File: src/rtl/shift_cmd_seq_if.sv
// shift_cmd_seq_if: valid/ready command channel into the shift command sequencer.
interface shift_cmd_seq_if #(
  parameter int DATA_W = 8,
  parameter int CNT_W  = 4
);
  logic              cmd_valid;
  logic              cmd_ready;
  logic [1:0]        cmd_op;
  logic [DATA_W-1:0] cmd_data;
  logic [CNT_W-1:0]  cmd_count;
  modport master(output cmd_valid, cmd_op, cmd_data, cmd_count, input cmd_ready);
  modport slave(input cmd_valid, cmd_op, cmd_data, cmd_count, output cmd_ready);
endinterface

File: src/rtl/shift_cmd_seq.sv
// shift_cmd_seq: expands one command into per-cycle enable/direction/data controls for the shift register.
module shift_cmd_seq #(
  parameter int DATA_W = 8,
  parameter int CNT_W  = 4
) (
  input  logic              clk,
  input  logic              reset,
  shift_cmd_seq_if.slave    c,
  input  logic              hold,
  output logic              enable,
  output logic [1:0]        shift_direction,
  output logic [DATA_W-1:0] data_in,
  output logic              busy,
  output logic              done
);
  typedef enum logic [1:0] {IDLE, RUN, DONE} state_t;
  localparam logic [1:0] OP_SERIAL = 2'b01;
  localparam logic [1:0] OP_LOAD   = 2'b11;
  state_t            state;
  logic [1:0]        op_q;
  logic [DATA_W-1:0] data_q;
  logic [CNT_W-1:0]  rem_q;
  always_ff @(posedge clk or posedge reset) begin
    if (reset) begin
      state  <= IDLE;
      op_q   <= '0;
      data_q <= '0;
      rem_q  <= '0;
    end else begin
      case (state)
        IDLE: if (c.cmd_valid) begin
          op_q   <= c.cmd_op;
          data_q <= c.cmd_data;
          rem_q  <= (c.cmd_op == OP_LOAD) ? CNT_W'(1) : c.cmd_count;
          state  <= (c.cmd_op != OP_LOAD && c.cmd_count == '0) ? DONE : RUN;
        end
        RUN: if (!hold) begin
          rem_q <= rem_q - 1'b1;
          if (op_q == OP_SERIAL) data_q <= data_q >> 1;
          if (rem_q == CNT_W'(1)) state <= DONE;
        end
        DONE: state <= IDLE;
        default: state <= IDLE;
      endcase
    end
  end
  // Outputs decode only from registered state plus hold, never from cmd_*.
  always_comb begin
    c.cmd_ready     = (state == IDLE) && !reset;
    enable          = (state == RUN) && !hold;
    shift_direction = (state == RUN) ? op_q : OP_SERIAL;
    data_in         = (state != RUN) ? '0 :
                      (op_q == OP_LOAD) ? data_q :
                      (op_q == OP_SERIAL) ? {{(DATA_W-1){1'b0}}, data_q[0]} : '0;
    busy            = (state != IDLE);
    done            = (state == DONE);
  end
endmodule

File: src/flat_wrapper.sv
// flat-port wrapper written by rule: the top's interface ports become plain ports
module shift_cmd_seq_flat 
#(
  parameter int DATA_W = 8,
  parameter int CNT_W  = 4
)
  (clk, reset, hold, enable, shift_direction, data_in, busy, done, c_cmd_valid, c_cmd_op, c_cmd_data, c_cmd_count, c_cmd_ready);
  shift_cmd_seq_if #(.DATA_W(DATA_W), .CNT_W(CNT_W)) c_i ();
  input  logic clk;
  input  logic reset;
  input  logic hold;
  output logic enable;
  output logic [1:0] shift_direction;
  output logic [DATA_W-1:0] data_in;
  output logic busy;
  output logic done;
  input wire logic [$bits(c_i.cmd_valid)-1:0] c_cmd_valid;
  input wire logic [$bits(c_i.cmd_op)-1:0] c_cmd_op;
  input wire logic [$bits(c_i.cmd_data)-1:0] c_cmd_data;
  input wire logic [$bits(c_i.cmd_count)-1:0] c_cmd_count;
  output wire logic [$bits(c_i.cmd_ready)-1:0] c_cmd_ready;
  assign c_i.cmd_valid = c_cmd_valid;
  assign c_i.cmd_op = c_cmd_op;
  assign c_i.cmd_data = c_cmd_data;
  assign c_i.cmd_count = c_cmd_count;
  assign c_cmd_ready = c_i.cmd_ready;
  shift_cmd_seq #(.DATA_W(DATA_W), .CNT_W(CNT_W)) u_core (.clk(clk), .reset(reset), .c(c_i), .hold(hold), .enable(enable), .shift_direction(shift_direction), .data_in(data_in), .busy(busy), .done(done));
endmodule
File: config.mk
export PLATFORM = sky130hd
export DESIGN_NAME = shift_cmd_seq_flat
export DESIGN_NICKNAME = d
export VERILOG_FILES = /design/src/rtl/shift_cmd_seq_if.sv /design/src/rtl/shift_cmd_seq.sv /design/src/flat_wrapper.sv
export SDC_FILE = /design/constraint.sdc
export NUM_CORES = 1
export LEC_CHECK = 0
export CAP_MARGIN = 20
export CORE_MARGIN = 3
export CORE_UTILIZATION = 40
export DETAILED_ROUTE_END_ITERATION = 12
export PLACE_DENSITY = 0.75
export SYNTH_ARGS = -nofsm -noshare
export SYNTH_HDL_FRONTEND = slang
export SYNTH_SLANG_ARGS = --single-unit
File: constraint.sdc
create_clock -name clk -period 3.58 [get_ports clk]
set_input_delay 0.895 -clock clk [delete_from_list [all_inputs] [get_ports clk]]
set_output_delay 0.895 -clock clk [all_outputs]
set_load 0.005 [all_outputs]
Fig. 1: run 1, cells coloured by class
The bar under the picture is 20 um long.
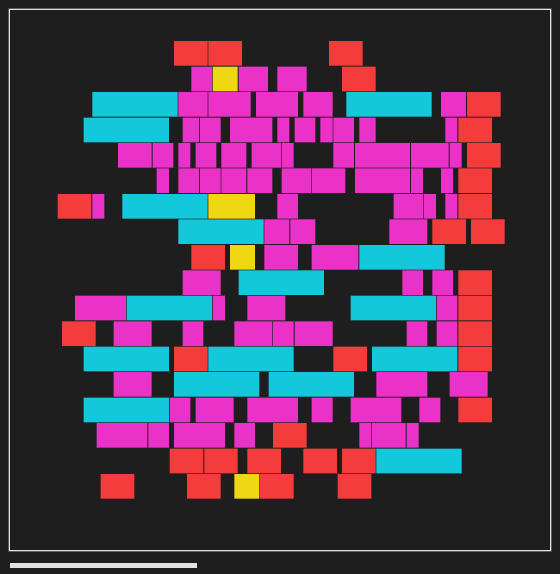
magenta -> all other logic  # cells 78
red -> other buffers and delay cells  # cells 31
yellow -> clock drivers and dummy loads  # cells 4
cyan -> flip-flops  # cells 16

Fig. 2: run 1, clock nets
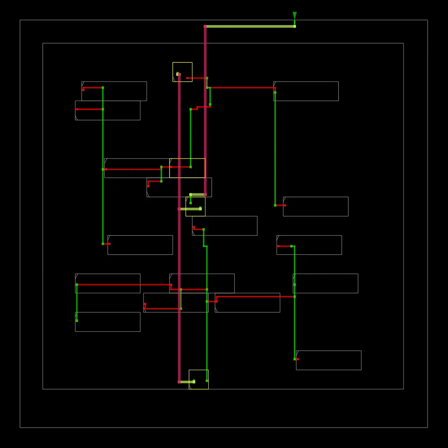
Flops: 16
P_clk: 127 uW

Fig. 3: run 1, clock network drawn from the DEF
The bar under the picture is 20 um long.
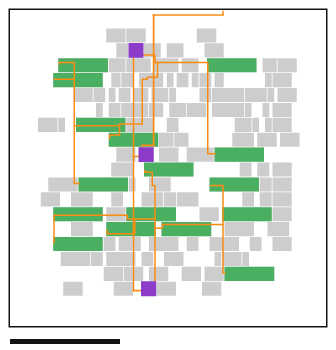
green -> flip-flops  # count 16
orange -> clock wires  # length 271 um
purple -> cells driving clock nets  # count 3
routed clock nets = 4

==> results_slide.txt, run 1 <==
Implementation Results

Run status
  – Status: complete, no violations

Power and ir drop
  – Pint: 709 uW
  – Clock share of power: 0.115
  – Combinational power share: 0.551

Floorplan
  – Core Util at FP: 0.427
  – Total die size: 3330 um^2
  – Die Ht: 57.7 um
  – I/O pins: 32

Logic synthesis
  – Yosys cell types: 33
  – Count of library flops with an enable pin: 0
  – YS warnings: 0
  – Yosys top cell area share: 0.375

Routing
  – Via count: 864
  – Starting DRC count in detailed routing: 48
  – DR WL/cell: 15.7 um
  – DRT Pass-1 Iters: 4

STA
  – Crit path time final: 3.35 ns
  – Worst hold slack: 0.533 ns
  – Slew @ Worst Pin: 0.627 ns

Worst setup path
  – Arrival @ worst endpoint: 2.45 ns
  – R2R Setup Slk: 1.83 ns

Layout
  – Fin nets: 150
  – Area grow syn2layout: 33.0%

Clock tree
  – H-tree levels: 1
  – Insertion Delay late pin: 0.30 ns

Place
  – Final Wtd Congestion: 0.837
  – Input/output buffers: 31

Global route
  – GRT Residual Overflow: 0

Run
  – Max-Cap Viols: 0
-- run 1: path summary, 6_finish.rpt --
kind                                     to        startpoint  depth (start not counted)
max                                  enable              hold                          5
min                        u_core.data_q[2]  u_core.data_q[2]                          1
max reg2reg                u_core.data_q[6]   u_core.state[0]                          3
min reg2reg                u_core.data_q[2]  u_core.data_q[2]                          1
max in group asynchronous  u_core.data_q[3]             reset                          2
min in group asynchronous   u_core.state[1]             reset                          2
-- run 1: layer usage --
metal | global-route usage | up-vias | part of all wire
li1 | - | 408 | -
met2 | 0.271 | 28 | 0.49
met3 | 0.0290 | 7 | 0.055
met5 | 0 | - | 0
met1 | 0.199 | 421 | 0.42
met4 | 0.113 | 0 | 0.033
-- run 1: through the flow --
stage          power [mW]   util  setup slack (ns)  cells
3_5_place_dp        0.980  0.554             0.249    155
5_1_grt              1.19  0.569             0.123    159
3_3_place_gp        0.964  0.554             0.256    155
2_1_floorplan       0.789      -              1.29     98
6_report             1.11  0.569             0.232    159
4_1_cts              1.11  0.569             0.218    159
-- run 1: kinds of logic (layout without fill, tap and decap cells) --
kind of cell	Yosys count	after routing	synth area share
AND-OR/OR-AND	15	15	0.116
adder cells (fa/ha/maj)	2	2	0.0234
buffers and inverters	12	43	0.0574
flip-flops	16	16	0.375
multiplexers	18	18	0.208
AND/OR/NAND/NOR	35	35	0.220
-- run 1: sequential cells by signal (all words and copies together) (netlist names) --
name / count
u_core.data_q: 8
u_core.rem_q: 4
u_core.op_q: 2
u_core.state: 2
-- run 1: critical path, cell delays in order --
cell and delay (ns):
clkdlybuf4s50_1 0.46, nand2b_1 0.22, a21o_1 0.26, nor2_1 0.12
clkdlybuf4s50_1 0.51
-- run 1: power by group through the flow --
stage          sequential [mW]  combinational, mW  clock [mW]
2_1_floorplan            0.327              0.462           0
3_3_place_gp             0.367              0.597           0
3_5_place_dp             0.370              0.610           0
4_1_cts                  0.366              0.615       0.132
5_1_grt                  0.384              0.670       0.136
6_report                 0.369              0.610       0.127
-- run 1: synth_stat cells (2+ instances only) --
master and count:
o21ba_2 2, nor3b_1 3, ha_1 2, nand2_1 4, or3_1 3, a31oi_1 2, and2_1 8, and3_1 2
nor2_1 3, a21o_1 2, dfrtp_1 16, inv_1 8, mux2_2 10, o22ai_1 2, nand2b_1 2, mux2i_1 2
buf_6 2, nor4b_1 2, mux2_4 6, a221oi_1 2, nor2b_1 3
-- run 1: area by class of cell --
type | instances | area, um^2
fillers | 220 | 1080
multi-input cells | 70 | 607
flip-flops and latches | 16 | 400
repair buffers | 31 | 310
well taps | 30 | 37.5
clock buffers | 4 | 36.3
inverters | 8 | 30.0
--- run 2 (diff from run 1) ---
--- a/config.mk
+++ b/config.mk
@@ -9,6 +9,7 @@
 export CORE_MARGIN = 3
 export CORE_UTILIZATION = 40
 export DETAILED_ROUTE_END_ITERATION = 12
+export MAX_ROUTING_LAYER = met4
 export PLACE_DENSITY = 0.75
 export SYNTH_ARGS = -nofsm -noshare
 export SYNTH_HDL_FRONTEND = slang
Fig. 4: run 2, floorplan with the power grid
Pins as bars on the die edge. Tap cells in grey.
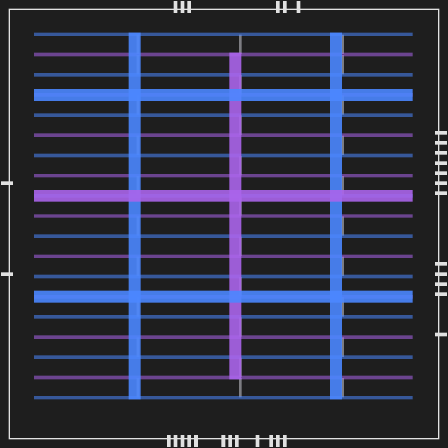
blue -> VSS
purple -> VDD
tap cells = 30
signal pins = 32
met5 straps = 3
met4 straps = 3
rows = 18

Fig. 5: run 2, clock nets
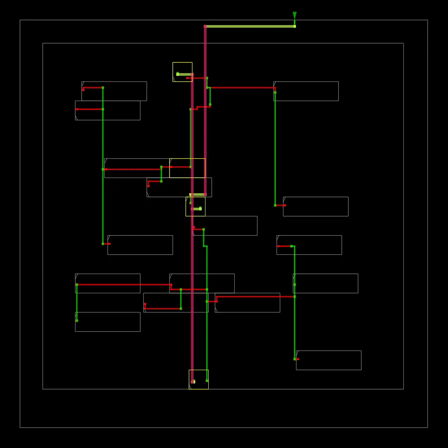
Insertion Delay late pin: 0.30 ns
Sink Count: 16
CLK BUF: 4
Clock Skew: 0.00229 ns
cts bufs inserted: 3

==> results_slide.txt, run 2 <==
Implementation Results

Run status
  – Status: complete, no violations

Worst setup path
  – Arrival @ worst endpoint: 2.46 ns (about the same)

Routing
  – DRT Pass-1 Iters: 4 (unchanged)
  – Via count: 864 (unchanged)
  – Starting DRC count in detailed routing: 48 (unchanged)

Power and ir drop
  – Power, Total: 1.11 mW (about the same)
  – Clock share of power: 0.115 (about the same)
  – Pint: 709 uW (about the same)

Place
  – Final Wtd Congestion: 0.850 (+1.6%)

Layout
  – Max reg flops: 8 (unchanged)
  – Fin nets: 150 (unchanged)
  – Post-Route Utilization: 0.569 (unchanged)
  – Biggest regs: u_core.data_q: 8 flops, u_core.rem_q: 4 flops
  – Area grow syn2layout: 33.0% (unchanged)

Logic synthesis
  – Post-synthesis cell count from yosys: 98
  – YS warnings: 0 (unchanged)
  – Top cells by count: 16 x dfrtp_1, 10 x mux2_2, 8 x and2_1, 8 x inv_1, 6 x mux2_4
  – Yosys cell types: 33 (unchanged)
  – Top-count cell post-synth: dfrtp_1

Floorplan
  – Core Util at FP: 0.427 (unchanged)
  – Core Area: 2500 um^2
  – I/O pins: 32 (unchanged)

STA
  – Crit path time final: 3.35 ns (+0.00457 ns)
  – Slew @ Worst Pin: 0.627 ns (+0.0000697 ns)

Run
  – Max-Cap Viols: 0 (unchanged)

Clock tree
  – H-tree levels: 1 (unchanged)
## run 2: cell counts in the layout (fill, tap and decap cells not counted)
Identical to the previous run, type by type.
## run 2: layout make-up
cell class | count | area [um^2]
Sequential cell | 16 | 400
Multi-Input combinational cell | 70 | 607
Inverter | 8 | 30.0
Tap cell | 30 | 37.5
Clock buffer | 4 | 36.3
Timing Repair Buffer | 31 | 310
Fill cell | 220 | 1080
## run 2: worst max-delay path, cell delays in order
cell,delay (ns)
clkdlybuf4s50_1,0.46
nand2b_1,0.22
a21o_1,0.26
nor2_1,0.12
clkdlybuf4s50_1,0.51
## run 2: logic make-up after synthesis
kind of cell,synth area share
simple gates,0.220
mux,0.208
flops,0.375
compound gates,0.116
buf+inv,0.0574
fa+ha+maj,0.0234
## run 2: per-layer routing
metal,global-route usage,up-vias,routed length (um)
li1,-,408,-
met1,0.202,421,1050
met2,0.269,28,1230
met3,0.0267,7,128
met4,0.113,0,82
met5,-,-,0
## run 2: final timing paths
path / start / end / slack, ns / depth (start not counted)
min in group asynchronous: reset / u_core.state[1] / 1.00 / 2
max in group asynchronous: reset / u_core.data_q[3] / 2.18 / 2
hold / removal: u_core.data_q[2] / u_core.data_q[2] / 0.53 / 1
setup / recovery: hold / enable / 0.23 / 5
hold reg to reg: u_core.data_q[2] / u_core.data_q[2] / 0.53 / 1
setup reg to reg: u_core.state[0] / u_core.data_q[6] / 1.82 / 3
## run 2: through the flow
step / instances / hold WS [ns] / setup WS (ns)
final: 159 / 0.533 / 0.228
after global placement: 155 / 0.490 / 0.256
after floorplan: 98 / 0.473 / 1.29
after CTS: 159 / 0.529 / 0.218
after detailed placement: 155 / 0.499 / 0.249
after global routing: 159 / 0.556 / 0.125
## run 2: power by group through the flow
stage | Combinational, mW | Sequential [mW] | Clock (mW)
final | 0.610 | 0.369 | 0.127
after global routing | 0.670 | 0.384 | 0.136
after CTS | 0.615 | 0.366 | 0.132
after detailed placement | 0.610 | 0.370 | 0
after global placement | 0.597 | 0.367 | 0
after floorplan | 0.462 | 0.327 | 0
Power figures rest on the tool's default switching activity, not on a simulated workload.
